<file path="config.mk">
export PLATFORM = sky130hd
export DESIGN_NAME = hdr_frame_tx_flat
export DESIGN_NICKNAME = d
export VERILOG_FILES = /design/src/rtl/hdr_frame_tx_if.sv /design/src/rtl/hdr_frame_tx.sv /design/src/flat_wrapper.sv
export SDC_FILE = /design/constraint.sdc
export NUM_CORES = 1
export LEC_CHECK = 0
export CAP_MARGIN = 30
export CORE_ASPECT_RATIO = 0.75
export CORE_MARGIN = 1.5
export CORE_UTILIZATION = 55
export DETAILED_ROUTE_END_ITERATION = 12
export PLACE_DENSITY = 0.87
export SLEW_MARGIN = 20
export SYNTH_ARGS = -nofsm -noshare
export SYNTH_HDL_FRONTEND = slang
export SYNTH_SLANG_ARGS = --single-unit
</file>
<file path="constraint.sdc">
create_clock -name clk -period 2.1 [get_ports clk]
set_clock_uncertainty 0.15 [all_clocks]
set_input_delay 0.42 -clock clk [delete_from_list [all_inputs] [get_ports clk]]
set_output_delay 0.42 -clock clk [all_outputs]
set_load 0.1 [all_outputs]
</file>
<file path="src/rtl/hdr_frame_tx_if.sv">
// Frame transmitter bus: host-side request/capture signals and serial link outputs.
// master = host driving requests and receiving the serial stream; slave = hdr_frame_tx.
interface hdr_frame_tx_if #(
    parameter int unsigned PAYLOAD_W = 16
) ();
    logic                 start;
    logic [4:0]           preamble;
    logic [PAYLOAD_W-1:0] payload;
    logic                 hold;
    logic [1:0]           err_inj;
    logic                 ready;
    logic                 tx_bit;
    logic                 tx_valid;
    logic                 tx_sof;
    logic                 tx_eof;
    logic                 done;

    modport master (
        output start, preamble, payload, hold, err_inj,
        input  ready, tx_bit, tx_valid, tx_sof, tx_eof, done
    );

    modport slave (
        input  start, preamble, payload, hold, err_inj,
        output ready, tx_bit, tx_valid, tx_sof, tx_eof, done
    );
endinterface

</file>
<file path="src/rtl/hdr_frame_tx.sv">
// Serial frame transmitter: 32-bit LFSR header seeded from a 5-bit preamble, then the
// payload, one bit per clock, LSB first. All outputs are registered.
// Optional build macro ERR_INJECT_EN: inverts the first err_inj header bits on the wire.
module hdr_frame_tx #(
    parameter int unsigned PAYLOAD_W  = 16,
    parameter int unsigned GAP_CYCLES = 2
) (
    input logic          clk,
    input logic          rst,
    hdr_frame_tx_if.slave bus
);
    localparam int unsigned JW = $clog2(PAYLOAD_W + 1);
    localparam logic [JW-1:0] PAY_LAST = JW'(PAYLOAD_W - 1);
    localparam logic [JW-1:0] PAY_END  = JW'(PAYLOAD_W);
    localparam logic [3:0]    GAP_LAST = 4'(GAP_CYCLES - 1);

    typedef enum logic [2:0] {StIdle, StHdr, StPay, StDone, StGap} state_e;

    state_e               state;
    logic [4:0]           sr;       // LFSR state for the next header bit
    logic [5:0]           i;        // index of the next header bit to send
    logic [PAYLOAD_W-1:0] pay_sr;
    logic [JW-1:0]        j;        // count of payload bits already sent
    logic [3:0]           gap_cnt;
    logic                 ready_q;
    logic                 bit_q;
    logic                 valid_q;
    logic                 sof_q;
    logic                 eof_q;
    logic                 done_q;

    logic [1:0] inj_cnt;            // header bits still to be inverted, from bit 0
    logic       inj_first;          // invert header bit 0 (sent on the accept edge)
    logic       flip;

`ifdef ERR_INJECT_EN
    logic [1:0] inj_q;

    // Capture the injection count with the frame request.
    always_ff @(posedge clk or posedge rst) begin
        if (rst) begin
            inj_q <= 2'd0;
        end else if (state == StIdle && bus.start) begin
            inj_q <= bus.err_inj;
        end
    end

    assign inj_cnt   = inj_q;
    assign inj_first = (bus.err_inj != 2'd0);
`else
    logic unused_err_inj;
    assign unused_err_inj = ^bus.err_inj;
    assign inj_cnt        = 2'd0;
    assign inj_first      = 1'b0;
`endif

    assign flip = (i < {4'd0, inj_cnt});

    // Frame FSM; every output is registered alongside the state.
    always_ff @(posedge clk or posedge rst) begin
        if (rst) begin
            state   <= StIdle;
            sr      <= 5'd0;
            i       <= 6'd0;
            pay_sr  <= '0;
            j       <= '0;
            gap_cnt <= 4'd0;
            ready_q <= 1'b1;
            bit_q   <= 1'b0;
            valid_q <= 1'b0;
            sof_q   <= 1'b0;
            eof_q   <= 1'b0;
            done_q  <= 1'b0;
        end else begin
            sof_q  <= 1'b0;
            eof_q  <= 1'b0;
            done_q <= 1'b0;
            unique case (state)
                StIdle: begin
                    valid_q <= 1'b0;
                    if (bus.start) begin
                        // Bit 0 leaves on the accept edge so tx_sof shows the next cycle;
                        // the LFSR is stepped once here to line up with i = 1.
                        bit_q   <= bus.preamble[0] ^ inj_first;
                        valid_q <= 1'b1;
                        sof_q   <= 1'b1;
                        ready_q <= 1'b0;
                        sr      <= {bus.preamble[0] ^ bus.preamble[3], bus.preamble[4:1]};
                        i       <= 6'd1;
                        pay_sr  <= bus.payload;
                        j       <= '0;
                        state   <= StHdr;
                    end
                end
                StHdr: begin
                    if (bus.hold) begin
                        valid_q <= 1'b0;
                    end else begin
                        valid_q <= 1'b1;
                        if (i == 6'd31) begin
                            // Last header bit is a fixed zero; LFSR does not advance.
                            bit_q <= 1'b0;
                            state <= StPay;
                        end else begin
                            bit_q <= sr[0] ^ flip;
                            sr    <= {sr[0] ^ sr[3], sr[4:1]};
                            i     <= i + 6'd1;
                        end
                    end
                end
                StPay: begin
                    if (j == PAY_END) begin
                        valid_q <= 1'b0;
                        bit_q   <= 1'b0;
                        done_q  <= 1'b1;
                        state   <= StDone;
                    end else if (bus.hold) begin
                        valid_q <= 1'b0;
                    end else begin
                        valid_q <= 1'b1;
                        bit_q   <= pay_sr[0];
                        pay_sr  <= pay_sr >> 1;
                        eof_q   <= (j == PAY_LAST);
                        j       <= j + 1'b1;
                    end
                end
                StDone: begin
                    valid_q <= 1'b0;
                    gap_cnt <= 4'd0;
                    if (GAP_CYCLES == 0) begin
                        ready_q <= 1'b1;
                        state   <= StIdle;
                    end else begin
                        state <= StGap;
                    end
                end
                StGap: begin
                    if (gap_cnt == GAP_LAST) begin
                        ready_q <= 1'b1;
                        state   <= StIdle;
                    end else begin
                        gap_cnt <= gap_cnt + 4'd1;
                    end
                end
                default: begin
                    ready_q <= 1'b1;
                    valid_q <= 1'b0;
                    state   <= StIdle;
                end
            endcase
        end
    end

    assign bus.ready    = ready_q;
    assign bus.tx_bit   = bit_q;
    assign bus.tx_valid = valid_q;
    assign bus.tx_sof   = sof_q;
    assign bus.tx_eof   = eof_q;
    assign bus.done     = done_q;
endmodule

</file>
<file path="src/flat_wrapper.sv">
// flat-port wrapper written by rule: the top's interface ports become plain ports
module hdr_frame_tx_flat 
#(
    parameter int unsigned PAYLOAD_W  = 16,
    parameter int unsigned GAP_CYCLES = 2
)
  (clk, rst, bus_start, bus_preamble, bus_payload, bus_hold, bus_err_inj, bus_ready, bus_tx_bit, bus_tx_valid, bus_tx_sof, bus_tx_eof, bus_done);
  hdr_frame_tx_if #(.PAYLOAD_W(PAYLOAD_W)) bus_i ();
  input logic clk;
  input logic rst;
  input wire logic [$bits(bus_i.start)-1:0] bus_start;
  input wire logic [$bits(bus_i.preamble)-1:0] bus_preamble;
  input wire logic [$bits(bus_i.payload)-1:0] bus_payload;
  input wire logic [$bits(bus_i.hold)-1:0] bus_hold;
  input wire logic [$bits(bus_i.err_inj)-1:0] bus_err_inj;
  output wire logic [$bits(bus_i.ready)-1:0] bus_ready;
  output wire logic [$bits(bus_i.tx_bit)-1:0] bus_tx_bit;
  output wire logic [$bits(bus_i.tx_valid)-1:0] bus_tx_valid;
  output wire logic [$bits(bus_i.tx_sof)-1:0] bus_tx_sof;
  output wire logic [$bits(bus_i.tx_eof)-1:0] bus_tx_eof;
  output wire logic [$bits(bus_i.done)-1:0] bus_done;
  assign bus_i.start = bus_start;
  assign bus_i.preamble = bus_preamble;
  assign bus_i.payload = bus_payload;
  assign bus_i.hold = bus_hold;
  assign bus_i.err_inj = bus_err_inj;
  assign bus_ready = bus_i.ready;
  assign bus_tx_bit = bus_i.tx_bit;
  assign bus_tx_valid = bus_i.tx_valid;
  assign bus_tx_sof = bus_i.tx_sof;
  assign bus_tx_eof = bus_i.tx_eof;
  assign bus_done = bus_i.done;
  hdr_frame_tx #(.PAYLOAD_W(PAYLOAD_W), .GAP_CYCLES(GAP_CYCLES)) u_core (.clk(clk), .rst(rst), .bus(bus_i));
endmodule
</file>
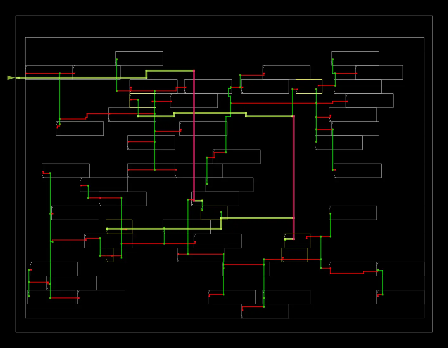
*Clock nets*
Clock Sink Count: 45
clock latency on the worst-skew pair: 0.30 ns
CTS Buf Count: 5

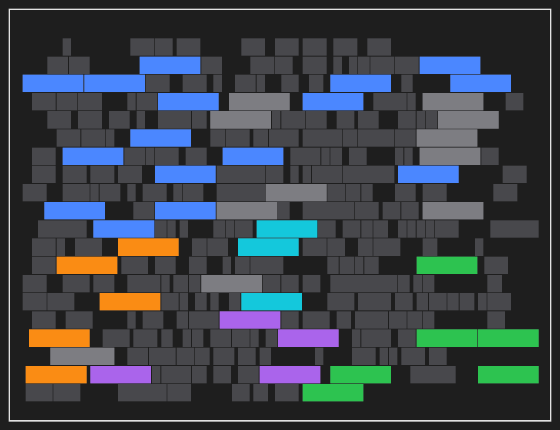
*Where the registers sit*
Other sequential cells in the stronger gray, the rest of the logic in the fainter gray.
[orange] u_core.sr | sequential cells: 5
[blue] u_core.pay_sr | sequential cells: 16
[cyan] u_core.state | sequential cells: 3
[green] u_core.i | sequential cells: 6 | where: bottom right
[purple] u_core.gap_cnt | sequential cells: 4 | where: bottom middle
not colored: 11

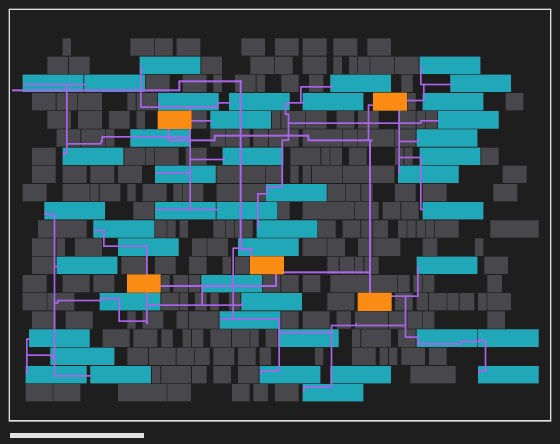
*Clock network drawn from the DEF*
Bar = 20 um.
[cyan] flip-flops | count: 45
[purple] clock wires | length: 565 um
[orange] cells driving clock nets | count: 5
routed clock nets: 6

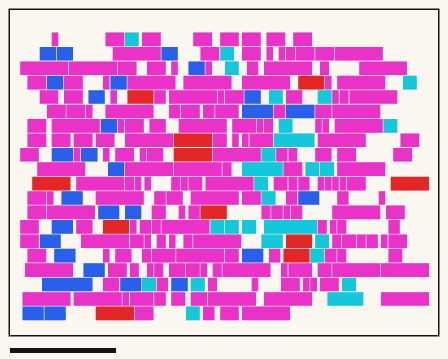
*Cell sizes after repair*
Bar = 20 um.
[magenta] drive 1 or less | cells: 207 | share: 76% | most used: dfrtp_1
[cyan] drive 3 to 4 | cells: 27 | share: 9.9% | most used: buf_4
[blue] drive 2 | cells: 28 | share: 10% | most used: a21oi_2
[red] drive 6 and up | cells: 11 | share: 4.0% | most used: clkbuf_8

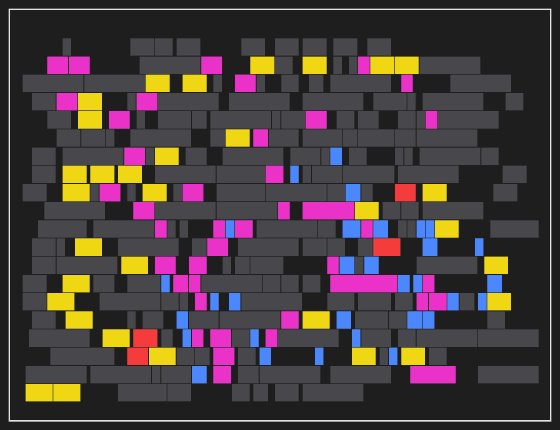
*Logic cells by family*
[blue] NAND gates | cells: 31 | most used: nand2_1
[yellow] multiplexers | cells: 32 | most used: mux2i_1 | where: all over the die
[red] AND-OR and OR-AND gates | cells: 4 | most used: a22o_1
[magenta] inverting AOI/OAI gates | cells: 41 | most used: a21oi_2

==> CHANGELOG.md <==
### Physical design

- Top post-synthesis cells by count: 44 x dfrtp_1, 21 x mux2i_1, 20 x nor2_1, 14 x nand2_1, 12 x a21oi_2
- Largest register FFs: 16
- Simple-Gate Area Share: 15.9%
- GR Overflow Total: 0
- XORs/XNORs by Area: 2.11%
- Violation tally from detailed-route iteration zero: 80
- Hold slack: 0.309 ns
- Met3 usage: 4.74%
- Async S/R FF share, synth: 100%
- Die Y: 61.3 um
- Internal power: 0.00204 W
- Top sig layer: met4
- Gate Count Post-Synth: 228
- Fin Setup TNS: 0 ns
- Ao+oa area frac: 15.0%
- Clock Path Buffers: 2
- # clk buffers: 7
- Sequential cell area share: 36.8%
- Final core occ: 72.8%
- Clock transition at the registers of the reported paths: 0.08 ns
- GP Congestion: 0.893
- CP endpoint kind: flip-flop
- Maximum VDD drop: 778 uV
- Yosys Instances: 228
- Leakage: 1.40 nW
- Yosys warnings: 0
- Hold crit path type: input port to asynchronous set/reset pin
- Flip-flops with a built-in enable: 0
- Worst Tran Pin Value: 0.328 ns
- Final Non-Filler Cells: 328
- Status: complete, no violations
- P_sw: 0.00119 W
- Final Hold Fails: 0
- GRT busiest layer: met2
- Final Setup Violations: 0
- FFs & Latches: 45
- Syn_nets: 261
- Largest stage delay on the critical path: 0.43 ns
- FMAX: 499 MHz
- Worst-path cell chain: clkdlybuf4s50_1, nand2b_1, a41o_2, a21boi_4, mux2_2
- Per-cell routed wire length: 15.1 um
- Max-area cell share: 44.2%
Power figures rest on the tool's default switching activity, not on a simulated workload.
